<file path="src/rtl/top_top_module.sv">
// 8-point forward NTT over Z_Q, free-running frames:
// load 8 samples, 12 in-place DIT butterflies, unload 8 coefficients.
module top_top_module #(
  parameter int W     = 32,
  parameter int Q     = 17,
  parameter int OMEGA = 2
) (
  input  logic         clk,
  input  logic         rst,
  input  logic [W-1:0] incoming_data,
  output logic [W-1:0] final_result
);

  localparam int W2 = 2 * W;

  // Elaboration-time OMEGA^e mod Q, computed at double width.
  function automatic logic [W-1:0] f_pow(input int e);
    logic [W2-1:0] acc;
    acc = W2'(1);
    for (int k = 0; k < e; k++) begin
      acc = (acc * W2'(OMEGA)) % W2'(Q);
    end
    return acc[W-1:0];
  endfunction

  localparam logic [W-1:0]  QW  = W'(Q);
  localparam logic [W2-1:0] QW2 = W2'(Q);
  localparam logic [W-1:0]  TW0 = f_pow(0);
  localparam logic [W-1:0]  TW1 = f_pow(1);
  localparam logic [W-1:0]  TW2 = f_pow(2);
  localparam logic [W-1:0]  TW3 = f_pow(3);

  typedef enum logic [1:0] {
    S_LOAD,
    S_COMPUTE,
    S_UNLOAD
  } state_t;

  state_t        r_state;
  state_t        w_next;
  logic [3:0]    r_cnt;
  logic          w_last;
  logic [W-1:0]  r_mem [8];

  logic [2:0]    w_ia;
  logic [2:0]    w_ib;
  logic [1:0]    w_e;
  logic [W-1:0]  w_tw;
  logic [W-1:0]  w_a;
  logic [W-1:0]  w_b;
  logic [W2-1:0] w_prod;
  logic [W2-1:0] w_prod_mod;
  logic [W-1:0]  w_wb;
  logic [W-1:0]  w_sum;
  logic [W-1:0]  w_add;
  logic [W-1:0]  w_sub;
  logic [2:0]    w_rev;
  logic [W-1:0]  w_in_mod;

  // Phase length check and next-state selection.
  always_comb begin
    w_last = 1'b0;
    w_next = r_state;
    unique case (r_state)
      S_LOAD: begin
        w_last = (r_cnt == 4'd7);
        if (w_last) w_next = S_COMPUTE;
      end
      S_COMPUTE: begin
        w_last = (r_cnt == 4'd11);
        if (w_last) w_next = S_UNLOAD;
      end
      S_UNLOAD: begin
        w_last = (r_cnt == 4'd7);
        if (w_last) w_next = S_LOAD;
      end
      default: w_next = S_LOAD;
    endcase
  end

  // State register and phase counter.
  always_ff @(posedge clk) begin
    if (rst) begin
      r_state <= S_LOAD;
      r_cnt   <= '0;
    end else begin
      r_state <= w_next;
      r_cnt   <= w_last ? 4'd0 : r_cnt + 4'd1;
    end
  end

  // Butterfly pair and twiddle exponent: stage from cnt[3:2], index from cnt[1:0].
  always_comb begin
    w_ia = '0;
    w_ib = '0;
    w_e  = '0;
    unique case (r_cnt[3:2])
      2'd0: begin
        w_ia = {r_cnt[1:0], 1'b0};
        w_ib = {r_cnt[1:0], 1'b1};
        w_e  = 2'd0;
      end
      2'd1: begin
        w_ia = {r_cnt[1], 1'b0, r_cnt[0]};
        w_ib = {r_cnt[1], 1'b1, r_cnt[0]};
        w_e  = {r_cnt[0], 1'b0};
      end
      2'd2: begin
        w_ia = {1'b0, r_cnt[1:0]};
        w_ib = {1'b1, r_cnt[1:0]};
        w_e  = r_cnt[1:0];
      end
      default: begin
        w_ia = '0;
        w_ib = '0;
        w_e  = '0;
      end
    endcase
  end

  // Modular butterfly datapath; all operands stay in [0, Q-1].
  always_comb begin
    unique case (w_e)
      2'd0:    w_tw = TW0;
      2'd1:    w_tw = TW1;
      2'd2:    w_tw = TW2;
      default: w_tw = TW3;
    endcase
    w_a        = r_mem[w_ia];
    w_b        = r_mem[w_ib];
    w_prod     = {{W{1'b0}}, w_tw} * {{W{1'b0}}, w_b};
    w_prod_mod = w_prod % QW2;
    w_wb       = w_prod_mod[W-1:0];
    w_sum      = w_a + w_wb;
    w_add      = (w_sum >= QW) ? w_sum - QW : w_sum;
    w_sub      = (w_a >= w_wb) ? w_a - w_wb : w_a + QW - w_wb;
    w_rev      = {r_cnt[0], r_cnt[1], r_cnt[2]};
    w_in_mod   = incoming_data % QW;
  end

  // Coefficient storage: bit-reversed load, in-place butterflies.
  always_ff @(posedge clk) begin
    if (!rst) begin
      if (r_state == S_LOAD) begin
        r_mem[w_rev] <= w_in_mod;
      end else if (r_state == S_COMPUTE) begin
        r_mem[w_ia] <= w_add;
        r_mem[w_ib] <= w_sub;
      end
    end
  end

  // Output register: coefficients in natural order during unload, else 0.
  always_ff @(posedge clk) begin
    if (rst) begin
      final_result <= '0;
    end else if (r_state == S_UNLOAD) begin
      final_result <= r_mem[r_cnt[2:0]];
    end else begin
      final_result <= '0;
    end
  end

endmodule

</file>
<file path="config.mk">
export PLATFORM = sky130hd
export DESIGN_NAME = top_top_module
export DESIGN_NICKNAME = d
export VERILOG_FILES = /design/src/rtl/top_top_module.sv
export SDC_FILE = /design/constraint.sdc
export NUM_CORES = 2
export LEC_CHECK = 0
export ABC_AREA = 1
export ABC_CLOCK_PERIOD_IN_PS = 73400
export CORE_MARGIN = 1.5
export CORE_UTILIZATION = 56
export DETAILED_ROUTE_END_ITERATION = 10
export PLACE_DENSITY = 0.77
export SETUP_SLACK_MARGIN = 0.5
export SKIP_CTS_REPAIR_TIMING = 1
export SYNTH_ARGS = -nofsm -noshare
export SYNTH_HDL_FRONTEND = slang
export SYNTH_SLANG_ARGS = --single-unit
</file>
<file path="constraint.sdc">
create_clock -name clk -period 73.4 [get_ports clk]
set_input_delay 7.34 -clock clk [delete_from_list [all_inputs] [get_ports clk]]
set_output_delay 7.34 -clock clk [all_outputs]
set_load 0.005 [all_outputs]
</file>
Supply network:
Scale bar: 100 µm. Pins as bars on the die edge. Tap cells in gray.
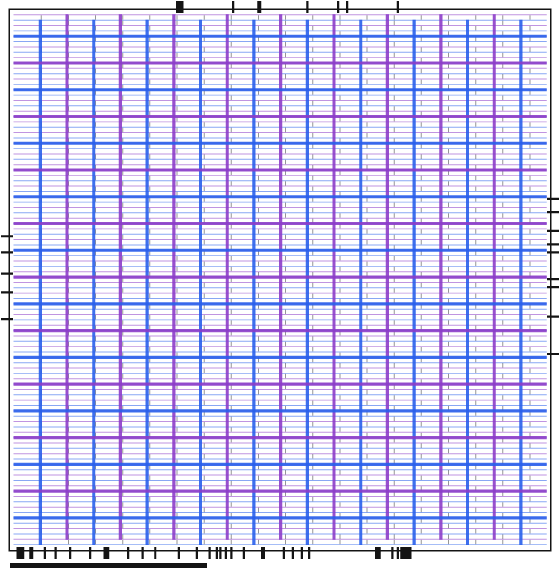
[VDD] purple
[VSS] blue
signal pins: 66
met1 rails: 100
tap cells: 959
met5 straps: 19

Cells colored by class:
Scale bar: 100 µm.
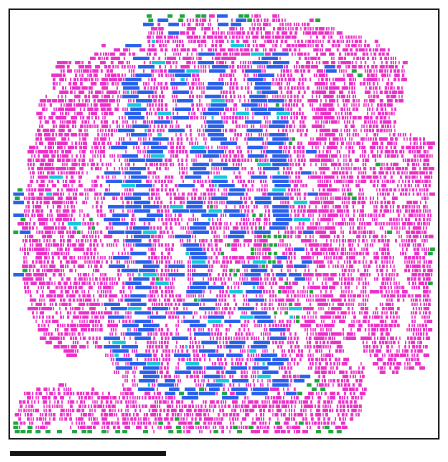
[clock drivers and dummy loads] cyan | cells: 61
[sequential cells] blue | cells: 294
[remaining buffers and delay cells] green | cells: 106
[remaining logic cells] magenta | cells: 5741

Clock distribution:
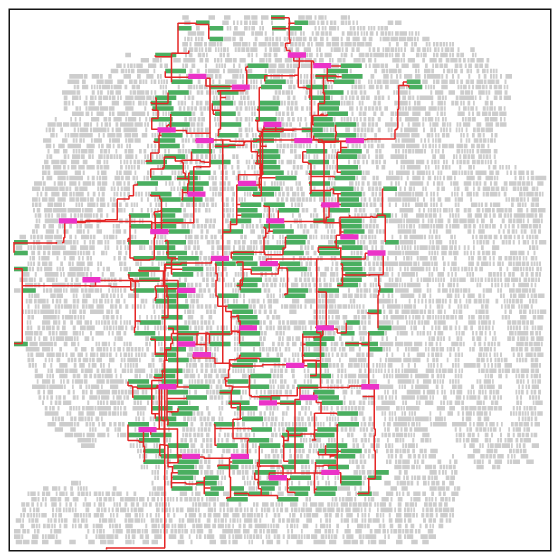
[clock-net drivers] magenta | count: 35
[clock wires] red | length: 4230 µm
[flip-flops] green | count: 294
routed clock nets: 36

Signal wires by layer:
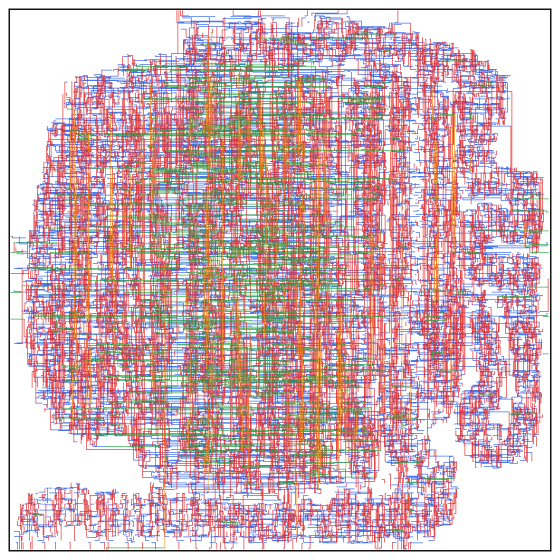
[M2] red | wire length: 57.7 mm
[M1] blue | wire length: 49.6 mm
[M4] orange | wire length: 6420 µm
[M3] green | wire length: 14300 µm

==> run notes <==
flow finished, numbers: width of the die 274 µm, maximum level of the CTS H-tree 2, setup slack, reg-to-reg around 41 ns, Dominant flop cell sky130_fd_sc_hd__edfxtp_1, warning count from the yosys run 0, critical path's largest stage delay 1.07 ns, final hold viol count 0, Crit Reg-Reg Startpoint r_cnt[2], Via density just under 6, Fill cells around 6800, count of different cell masters after synthesis 82, setup_tns 0 ns, Most common cell on crit path sky130_fd_sc_hd__nand2_1, clock-pin slew of the registers on the worst-case setup and hold paths ~0.060 ns, signed area change from the synthesized netlist to the final layout 5.15%, Data arrival, critical path approximately 32 ns, I/O pin count ~66, final RePlAce weighted congestion roughly 1, data required time of the worst path approximately 74 ns, root buf cell sky130_fd_sc_hd__clkbuf_16, most area-hungry cell type in the Yosys netlist sky130_fd_sc_hd__edfxtp_1, crit path launch r_cnt[2], number of port buffers ~65, Core Box Area about 73000 µm², number of routed nets with antenna violations 0, depth of the critical timing path with buffers and inverters included about 230, Placed Instances between 7000 and 8000, GRT Residual Overflow 0, Floorplan Nets around 6500, TritonCTS Buffers 35, unrepaired setup endpoints after global routing false, most frequent cells in the layout sky130_fd_sc_hd__nand2_1 (1534), sky130_fd_sc_hd__inv_1 (750), sky130_fd_sc_hd__o21ai_0 (489), Clock Tree Buf Depth 3, endpoint class of the critical path register, part of the cycle the worst path needs 0.437, Yosys Instances around 6300, pin count of the biggest net entering global routing between 100 and 150, most frequent logic cell in the layout sky130_fd_sc_hd__nand2_1, floorplan core density 0.566, Final setup viols 0, average cell area after synthesis between 6 and 7 µm², violation count after the first detailed-routing iteration just over 5000, run status completed, share of synthesized registers carrying an async set or reset 0, gate count of the mapped netlist ~6300, critical register-to-register path endpoint r_mem[1][31], Worst Setup EP r_mem[1][31], fin cells approximately 7000, die area approximately 75000 µm², layout cell share with drive strength beyond 1 0.149, total wirelength of the detailed-routed design approximately 130000 µm, Max Slew Vio Count 0, largest fanout of any net on the critical path about 100, post-synthesis instance area just over 40000 µm², logic depth of the worst register-to-register path between 200 and 250, number of diodes added for antenna fixing 0, number of iterations in the first detailed-routing pass 7, Yosys Chip Area just over 40000 µm², total via count in the routed design around 42000, class of the worst hold path register to register, number of flops mapped to enable cells by yosys between 200 and 300, post-synthesis sequential area ratio 0.205, number of stages on the worst hold path 2, Synth Register Bits 294, worst slew margin relative to its limit 0.131, # clock sinks 294, OpenROAD warning count roughly 100, Bufs and invs on worst path 22, first-pass GRT wire length ~200000 µm, initial antenna violation count 1, later-pin clock latency in the skew report approximately 0.55 ns, area fraction of the dominant cell type after synthesis 0.186, Die H approximately 270 µm, family with the most delay on the worst path simple AND/OR/NAND/NOR gates, post-route DRC violation count 0, HPWL after DPL around 91000 µm, total global routing track utilization 0.332, DR WL/cell about 18 µm, Net count, final about 6500, transition time at the pin with the least slew margin between 1 and 1.5 ns, Area contributors post-synth sky130_fd_sc_hd__edfxtp_1 (19%), sky130_fd_sc_hd__nand2_1 (14%), sky130_fd_sc_hd__inv_1 (6.8%), sky130_fd_sc_hd__o21ai_0 (6.0%), sky130_fd_sc_hd__a21oi_1 (5.3%), highest achievable clock rate 31.1 MHz, startpoint kind of the worst setup timing path register, end point of the worst hold path r_state[0], Layout Cell Area excl Fill between 40000 and 50000 µm², fraction of the core area covered by cells at the end of the flow 0.595, Crit Path Category register to register, clock tree from TritonCTS built, Slowest-stage cell, CP sky130_fd_sc_hd__dfxtp_1
through the flow:
step	hold slack, ns	setup slack [ns]
after floorplan	0.442	47.60
after global placement	0.453	42.95
after detailed placement	0.475	41.87
after CTS	0.483	41.78
after global routing	0.507	38.24
final	0.490	41.30
logic make-up (layout without fill, tap and decap cells):
logic type / after synthesis / in the layout / share of synthesized area
AOI/OAI and AO/OA: 1282 / 1282 / 0.176
and+or+nand+nor: 3163 / 3163 / 0.380
adders and majority gates: 241 / 241 / 0.0896
xor gates and xnor gates: 156 / 156 / 0.0336
DFF: 294 / 294 / 0.205
buffers and inverters: 1117 / 1055 / 0.113
muxes: 11 / 11 / 0.00276
cell type report:
cell class	instances	area (µm²)	area share
clock buffers	43	916	0.0211
clock inverters	18	140	0.00323
inverters	888	3390	0.0782
multi-input cells	4853	28300	0.653
flip-flops and latches	294	8460	0.195
well taps	959	1200	0.0277
repair buffers	106	958	0.0221
synthesized netlist by cell type (all sizes together) (4+ instances only):
master and n:
a21boi 5, xnor2 32, nor3 22, fa 91
a21oi 450, mux2i 11, o21bai 20, nand2 1946
a31oi 72, o31ai 12, a31o 4, xor2 124
nand3b 14, nor4 7, nor2 559, nand3 434
edfxtp 256, nand4 143, dfxtp 38, o21a 5
o32ai 9, clkbuf 189, o211ai 64, buf 39
clkinv 21, a211oi 24, o21ai 593, inv 864
and2 6, or2 26, ha 150, a21o 7
registers in the layout (all words and copies together), names as in the netlist:
name / cells
r_mem: 256
r_state: 2
final_result: 32
r_cnt: 4
layer usage:
layer | vias up | track usage | wire length [µm]
li1 | 20300 | - | -
met1 | 18900 | 0.423 | 49600
met2 | 2188 | 0.551 | 57700
met3 | 451 | 0.0555 | 14300
met4 | 0 | 0.148 | 6420
met5 | - | 0 | 0
